## src/rtl/alu_seq_unit.sv

```systemverilog
// alu_seq_unit: handshaked ALU with 1-cycle logic/add/shift ops and
// iterative WIDTH-step MULT/MULTU (and DIV/DIVU when ALU_DIV_EN is defined).
// Ports: clock, reset (sync, active-high); in_valid/in_ready, op, rs, rt,
// shamt request side; out_valid/out_ready, result, hi, lo, zero, overflow,
// illegal response side. Define ALU_DIV_EN to build the restoring divider.
module alu_seq_unit #(
    parameter  int WIDTH = 32,
    localparam int SHW   = $clog2(WIDTH)
) (
    input  logic             clock,
    input  logic             reset,
    input  logic             in_valid,
    output logic             in_ready,
    input  logic [3:0]       op,
    input  logic [WIDTH-1:0] rs,
    input  logic [WIDTH-1:0] rt,
    input  logic [SHW-1:0]   shamt,
    output logic             out_valid,
    input  logic             out_ready,
    output logic [WIDTH-1:0] result,
    output logic [WIDTH-1:0] hi,
    output logic [WIDTH-1:0] lo,
    output logic             zero,
    output logic             overflow,
    output logic             illegal
);

    localparam logic [3:0] OP_ADD   = 4'b0001;
    localparam logic [3:0] OP_SUB   = 4'b0010;
    localparam logic [3:0] OP_AND   = 4'b0011;
    localparam logic [3:0] OP_OR    = 4'b0100;
    localparam logic [3:0] OP_NOR   = 4'b0101;
    localparam logic [3:0] OP_SLT   = 4'b0110;
    localparam logic [3:0] OP_SLL   = 4'b0111;
    localparam logic [3:0] OP_SRL   = 4'b1000;
    localparam logic [3:0] OP_SRA   = 4'b1001;
    localparam logic [3:0] OP_ADDU  = 4'b1010;
    localparam logic [3:0] OP_SUBU  = 4'b1011;
    localparam logic [3:0] OP_MULT  = 4'b1100;
    localparam logic [3:0] OP_MULTU = 4'b1101;
    localparam logic [3:0] OP_DIV   = 4'b1110;
    localparam logic [3:0] OP_DIVU  = 4'b1111;

    localparam logic [SHW-1:0] LAST = SHW'(WIDTH - 1);

    typedef enum logic [1:0] {S_IDLE, S_EXEC, S_DONE} state_t;

    state_t state, state_nx;

    logic               accept;
    logic               is_iter;
    logic               sgn_op;
    logic               last;
    logic [SHW-1:0]     cnt;
    logic [2*WIDTH-1:0] p;
    logic [2*WIDTH-1:0] p_step;
    logic [2*WIDTH-1:0] mstep;
    logic [2*WIDTH-1:0] prod;
    logic [WIDTH:0]     madd;
    logic [WIDTH-1:0]   d;
    logic [WIDTH-1:0]   ma;
    logic [WIDTH-1:0]   mb;
    logic               neg_q;
    logic [WIDTH-1:0]   fin_hi;
    logic [WIDTH-1:0]   fin_lo;
    logic [WIDTH-1:0]   sum;
    logic [WIDTH-1:0]   dif;
    logic [WIDTH-1:0]   sc_res;
    logic               sc_ovf;
    logic               sc_ill;

    assign accept = in_valid & in_ready;
    assign last   = (cnt == LAST);
    assign sgn_op = (op == OP_MULT) || (op == OP_DIV);

`ifdef ALU_DIV_EN
    assign is_iter = (op[3:2] == 2'b11);
`else
    assign is_iter = (op == OP_MULT) || (op == OP_MULTU);
`endif

    // Signed ops iterate on magnitudes; sign is restored after the last step.
    assign ma = (sgn_op && rs[WIDTH-1]) ? -rs : rs;
    assign mb = (sgn_op && rt[WIDTH-1]) ? -rt : rt;

    assign sum = rs + rt;
    assign dif = rs - rt;

    always_comb begin
        sc_res = '0;
        sc_ovf = 1'b0;
        sc_ill = 1'b0;
        unique case (op)
            OP_ADD: begin
                sc_res = sum;
                sc_ovf = (rs[WIDTH-1] == rt[WIDTH-1]) &&
                         (sum[WIDTH-1] != rs[WIDTH-1]);
            end
            OP_SUB: begin
                sc_res = dif;
                sc_ovf = (rs[WIDTH-1] != rt[WIDTH-1]) &&
                         (dif[WIDTH-1] != rs[WIDTH-1]);
            end
            OP_ADDU: sc_res = sum;
            OP_SUBU: sc_res = dif;
            OP_AND:  sc_res = rs & rt;
            OP_OR:   sc_res = rs | rt;
            OP_NOR:  sc_res = ~(rs | rt);
            OP_SLT:  sc_res = {{(WIDTH-1){1'b0}}, $signed(rs) < $signed(rt)};
            OP_SLL:  sc_res = rt << shamt;
            OP_SRL:  sc_res = rt >> shamt;
            OP_SRA:  sc_res = $signed(rt) >>> shamt;
`ifndef ALU_DIV_EN
            OP_DIV, OP_DIVU: sc_ill = 1'b1;
`endif
            default: sc_res = '0;
        endcase
    end

    // Shift-add: low half holds the multiplier, high half accumulates.
    assign madd  = {1'b0, p[2*WIDTH-1:WIDTH]} + (p[0] ? {1'b0, d} : '0);
    assign mstep = {madd, p[WIDTH-1:1]};
    assign prod  = neg_q ? -mstep : mstep;

`ifdef ALU_DIV_EN
    logic               div_q;
    logic               dz_q;
    logic               rneg_q;
    logic [WIDTH-1:0]   a_q;
    logic [WIDTH:0]     rsh;
    logic               ge;
    logic [WIDTH-1:0]   rnew;
    logic [2*WIDTH-1:0] dstep;
    logic [WIDTH-1:0]   qm;
    logic [WIDTH-1:0]   rm;

    // Restoring divide: high half is the partial remainder, low half
    // shifts the dividend out and the quotient bits in.
    assign rsh   = {p[2*WIDTH-1:WIDTH], p[WIDTH-1]};
    assign ge    = (rsh >= {1'b0, d});
    assign rnew  = ge ? (rsh[WIDTH-1:0] - d) : rsh[WIDTH-1:0];
    assign dstep = {rnew, p[WIDTH-2:0], ge};
    assign qm    = dstep[WIDTH-1:0];
    assign rm    = dstep[2*WIDTH-1:WIDTH];

    assign p_step = div_q ? dstep : mstep;

    always_comb begin
        fin_hi = prod[2*WIDTH-1:WIDTH];
        fin_lo = prod[WIDTH-1:0];
        if (div_q) begin
            fin_lo = dz_q ? '1  : (neg_q  ? -qm : qm);
            fin_hi = dz_q ? a_q : (rneg_q ? -rm : rm);
        end
    end
`else
    assign p_step = mstep;
    assign fin_hi = prod[2*WIDTH-1:WIDTH];
    assign fin_lo = prod[WIDTH-1:0];
`endif

    always_ff @(posedge clock) begin
        if (reset) begin
            state <= S_IDLE;
        end else begin
            state <= state_nx;
        end
    end

    always_comb begin
        state_nx = state;
        unique case (state)
            S_IDLE: if (in_valid) state_nx = is_iter ? S_EXEC : S_DONE;
            S_EXEC: if (last) state_nx = S_DONE;
            S_DONE: if (out_ready) state_nx = S_IDLE;
            default: state_nx = S_IDLE;
        endcase
    end

    always_comb begin
        in_ready  = (state == S_IDLE);
        out_valid = (state == S_DONE);
    end

    always_ff @(posedge clock) begin
        if (reset) begin
            result   <= '0;
            hi       <= '0;
            lo       <= '0;
            zero     <= 1'b0;
            overflow <= 1'b0;
            illegal  <= 1'b0;
            p        <= '0;
            d        <= '0;
            cnt      <= '0;
            neg_q    <= 1'b0;
`ifdef ALU_DIV_EN
            div_q    <= 1'b0;
            dz_q     <= 1'b0;
            rneg_q   <= 1'b0;
            a_q      <= '0;
`endif
        end else if (accept) begin
            if (is_iter) begin
                cnt   <= '0;
                neg_q <= sgn_op & (rs[WIDTH-1] ^ rt[WIDTH-1]);
                p     <= {{WIDTH{1'b0}}, mb};
                d     <= ma;
`ifdef ALU_DIV_EN
                div_q  <= op[1];
                dz_q   <= (rt == '0);
                rneg_q <= sgn_op & rs[WIDTH-1];
                a_q    <= rs;
                if (op[1]) begin
                    p <= {{WIDTH{1'b0}}, ma};
                    d <= mb;
                end
`endif
            end else begin
                result   <= sc_res;
                zero     <= (sc_res == '0);
                overflow <= sc_ovf;
                illegal  <= sc_ill;
            end
        end else if (state == S_EXEC) begin
            p   <= p_step;
            cnt <= cnt + SHW'(1);
            if (last) begin
                hi       <= fin_hi;
                lo       <= fin_lo;
                result   <= fin_lo;
                zero     <= (fin_lo == '0);
                overflow <= 1'b0;
                illegal  <= 1'b0;
            end
        end
    end

endmodule

```

## config.mk

```make
export PLATFORM = sky130hd
export DESIGN_NAME = alu_seq_unit
export DESIGN_NICKNAME = d
export VERILOG_FILES = /design/src/rtl/alu_seq_unit.sv
export SDC_FILE = /design/constraint.sdc
export NUM_CORES = 1
export LEC_CHECK = 0
export ABC_AREA = 1
export CAP_MARGIN = 15
export CORE_ASPECT_RATIO = 0.6
export CORE_UTILIZATION = 25
export DETAILED_ROUTE_END_ITERATION = 10
export GPL_TIMING_DRIVEN = 0
export PLACE_DENSITY = 0.49
export REMOVE_ABC_BUFFERS = 1
export SYNTH_ARGS = -nofsm -noshare
export SYNTH_HDL_FRONTEND = slang
export SYNTH_SLANG_ARGS = --single-unit
```

## constraint.sdc

```tcl
create_clock -name clock -period 5.8 [get_ports clock]
set_input_delay 0.87 -clock clock [delete_from_list [all_inputs] [get_ports clock]]
set_output_delay 0.87 -clock clock [all_outputs]
set_load 0.01 [all_outputs]
```

==> flow_metrics.py <==
# Flow results
metrics = {
    "outcome": {
        "outcome": "finished clean",
    },
    "routing": {
        "avgViaCountPerCell": 5.25,
        "met2WireLength_mm": 45.8,
        "drc": 0,
        "wl_per_cell_um": 23.5,
        "drt_first_pass_iters": 6,
        "drtIter0Drc": 3611,
        "wl_met1_mm": 66.7,
        "wl_met3_mm": 16.6,
        "top_layer": "met5",
        "num_vias": 29100,
        "wl_mm": 131,
        "ant_nets": 0,
    },
    "pwr": {
        "p_leak_nw": 13.3,
        "internal_power_mw": 2.91,
        "p_sw_mw": 2.08,
        "seqPwrFrac": 0.294,
        "power_density_nw_per_um2": 180,
        "power_mw": 4.99,
        "sw_frac_of_total": 0.416,
        "comb_power_share": 0.375,
    },
    "sta": {
        "slew_violations": 0,
        "tns_ns": 0,
        "slew_headroom": 0.0990,
        "fin_ws_ns": 0.299,
        "rsz0062_at_grt": "false",
        "setup_viol": 0,
        "hold_viol": 0,
        "max_freq_mhz": 182,
        "clock_skew_ns": 0.0144,
        "holdWs_ns": 0.460,
        "tightest_slew_ns": 1.35,
        "finalCritPeriodShare": 0.948,
        "finalCriticalPeriod_ns": 5.50,
    },
    "grt": {
        "grt.total_usage": 0.266,
        "grt_max_degree": 74,
        "grt_util_met2": 0.332,
        "grt_first_pass_wirelength_mm": 186,
        "grt_busiest_layer": "met1",
        "use_met3": 0.0886,
        "grt_util_met1": 0.428,
        "grt_overflow": 0,
        "grt_pass1_vias": 26100,
        "antenna_found_initial": 8,
    },
    "synthesis": {
        "synth_cell_type_count": 55,
        "yosysChipArea_um2": 23600,
        "ys.warnings.count": 0,
        "ys.flop_type": "dfxtp_1",
        "ys_ff": 203,
        "synth.top_cell.area_share": 0.193,
        "synthArstFlopShare": 0,
        "edf_count": 0,
        "top_cells_by_count": "1216 x nand2_1, 589 x nand3_1, 532 x inv_1",
        "ys_cells": 4253,
        "most_common_cell": "nand2_1",
        "synth_top_cell_by_area": "nand2_1",
        "area_leaders": "nand2_1 19%, dfxtp_1 17%, nand3_1 12%",
        "postSynthCellCount": 4253,
    },
    "finish": {
        "n_all_buffers": 204,
        "num-clock-buffers": 34,
        "clock_area_frac": 0.0299,
        "final_layout_size_suffix_gt1_frac": 0.0429,
        "logic_area_um2": 16800,
        "largest_reg_flops": 64,
        "dominant_cells": "multi-input combinational cells",
        "nFlopsAndLatches": 203,
        "layout.nonclk_buf_frac": 0.0843,
        "diodes": 3,
        "comb_area_frac": 0.608,
        "seq_area_um2": 4070,
        "num-nonclk-inverters": 553,
        "fillers": 10700,
        "final_cells": 5549,
        "nets": 4510,
        "top_register": "p",
        "multiInputCombCellCount": 3310,
    },
    "cts": {
        "numCtsBuffers": 25,
        "cts_tree": "yes",
        "cts_resized": 0,
        "ctsHoldBuffers": 0,
        "h-tree-depth": 1,
        "cts_setup_buffers": 0,
        "cts_root_buffer": "clkbuf_16",
        "worstSkewPairLatency_ns": 0.57,
        "cts_sinks": 203,
        "cts_buffer_depth": 3,
    },
    "critical_path": {
        "r2r_cells": 19,
        "crit_path_end_kind": "register",
        "crit_top_cell": "nor2_1",
        "crit_start": "shamt[4]",
        "cpMaxStageDelayCell": "dlymetal6s2s_1",
        "timing.rr.end": "hi[28]$_SDFFE_PP0P_",
        "crit_fanout": 26,
        "cp_cell_sequence": "dlymetal6s2s_1 > clkinvlp_4 > nand2_1 > inv_1 > o21ai_0 > nor2_1 > nor2_1 > nand2_1 > nor2_1 > nand2_1 > nor2_1 > nand2_1 > nor2_1 > nand4_1 > a21oi_1",
        "critPathMaxStageDelay_ns": 0.98,
        "required_ns": 6.29,
        "r2r-start": "p[0]$_SDFFE_PP0P_",
        "cp-start-kind": "input port",
        "criticalPathCategory": "in2reg",
    },
    "hold_path": {
        "min_to": "cnt[3]$_SDFFE_PP0P_",
        "hp-start": "cnt[3]$_SDFFE_PP0P_",
        "whs_path_depth": 2,
    },
    "floorplan": {
        "fp_util": 0.255,
        "die-area_um2": 95800,
        "pin_count": 178,
    },
    "place": {
        "dp.final_hpwl_mm": 108,
        "gp_congestion": 1.01,
        "numPortBuffers": 177,
        "dp_slack_ns": -0.380,
        "placed_area_um2": 26700,
    },
    "job": {
        "maxCapViolations": 0,
        "warning_count": 89,
    },
}
[power by group through the flow]
stage	clock, mW	sequential (mW)	combinational, mW
2_1_floorplan	0	1.49	0.984
3_3_place_gp	0	1.50	1.77
3_5_place_dp	0	1.50	1.79
4_1_cts	1.69	1.47	1.79
5_1_grt	1.74	1.47	2.01
6_report	1.65	1.47	1.87
[worst max path at each step]
| stage | to | slack (ns) |
|---|---|---|
| after detailed placement | zero$_SDFFE_PP0P_ | -0.38 |
| after CTS | zero$_SDFFE_PP0P_ | 0.17 |
| final | zero$_SDFFE_PP0P_ | 0.30 |
| after global placement | result[31]$_SDFFE_PP0P_ | -10.59 |
| after floorplan | result[16]$_SDFFE_PP0P_ | -1.49 |
| after global routing | zero$_SDFFE_PP0P_ | 0.24 |
[cells in the final DEF, fill, tap and decap left out, types with 59 or more instances in the layout]
| cell type | synthesis | layout |
|---|---|---|
| a21oi_1 | 298 | 297 |
| clkdlybuf4s50_1 | 0 | 171 |
| nand4_1 | 64 | 64 |
| inv_1 | 532 | 528 |
| ha_1 | 133 | 133 |
| xor2_1 | 77 | 77 |
| dfxtp_1 | 203 | 202 |
| o21ai_0 | 208 | 207 |
| o21bai_1 | 59 | 59 |
| nand2_1 | 1216 | 1215 |
| nand3_1 | 589 | 589 |
| nor2_1 | 387 | 381 |
[logic make-up (layout without fill, tap and decap cells)]
group | Yosys count | count (layout) | synth area share
fa+ha+maj | 136 | 136 | 0.0730
simple gates | 2400 | 2400 | 0.438
xor+xnor | 85 | 85 | 0.0321
buf+inv | 740 | 801 | 0.120
flops | 203 | 203 | 0.172
other cells | 0 | 3 | 0
compound gates | 689 | 689 | 0.165
[critical path: cells and delay by family]
kind	cells	cell delay (ns)
AND/OR/NAND/NOR	10	2.68
buffers and inverters	3	2.11
AND-OR/OR-AND	2	0.30
### Floorplan with the power grid

Bar = 100 um. Pins as bars on the die edge.
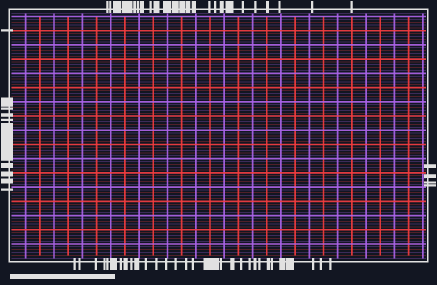
purple -> VSS
red -> VDD
met4 straps = 29
signal pins = 178
met5 straps = 17
met1 rails = 87
rows = 86
maximum vdd drop: 0.187 mV
core footprint: 92800 um^2
DIE WIDTH: 399 um
Die H: 240 um

### Placed cells, one colour a class

Fill, decap, tap and diode cells in grey.
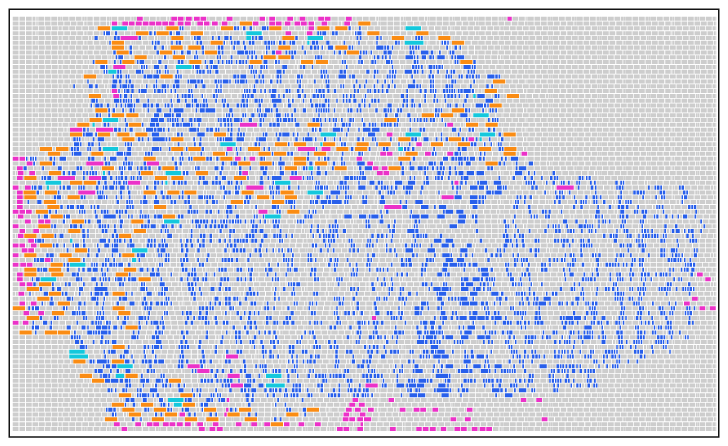
cyan -> clock drivers and dummy loads  # cells 44
orange -> sequential cells  # cells 203
blue -> combinational and other logic  # cells 3863
magenta -> remaining buffers and delay cells  # cells 204
Seq/total area: 0.147
# rows: 86
final core occ: 0.298
fin area: 27700 um^2

### Clock wires, drivers and flops

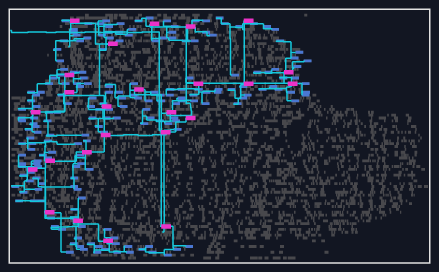
blue -> flip-flops  # count 203
cyan -> clock wires  # length 3710 um
magenta -> clock drivers  # count 25
routed clock nets = 26
Clk pwr share: 0.331
Clock group: 1.65 mW

### Metal layers overlaid

Bar = 100 um. Two of the layers only.
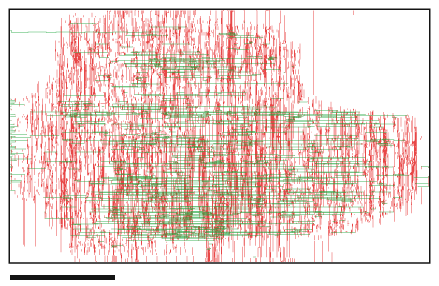
red -> metal 2  # wire length 45.8 mm
green -> metal 3  # wire length 16600 um

Power is estimated from default activity; no workload was simulated.
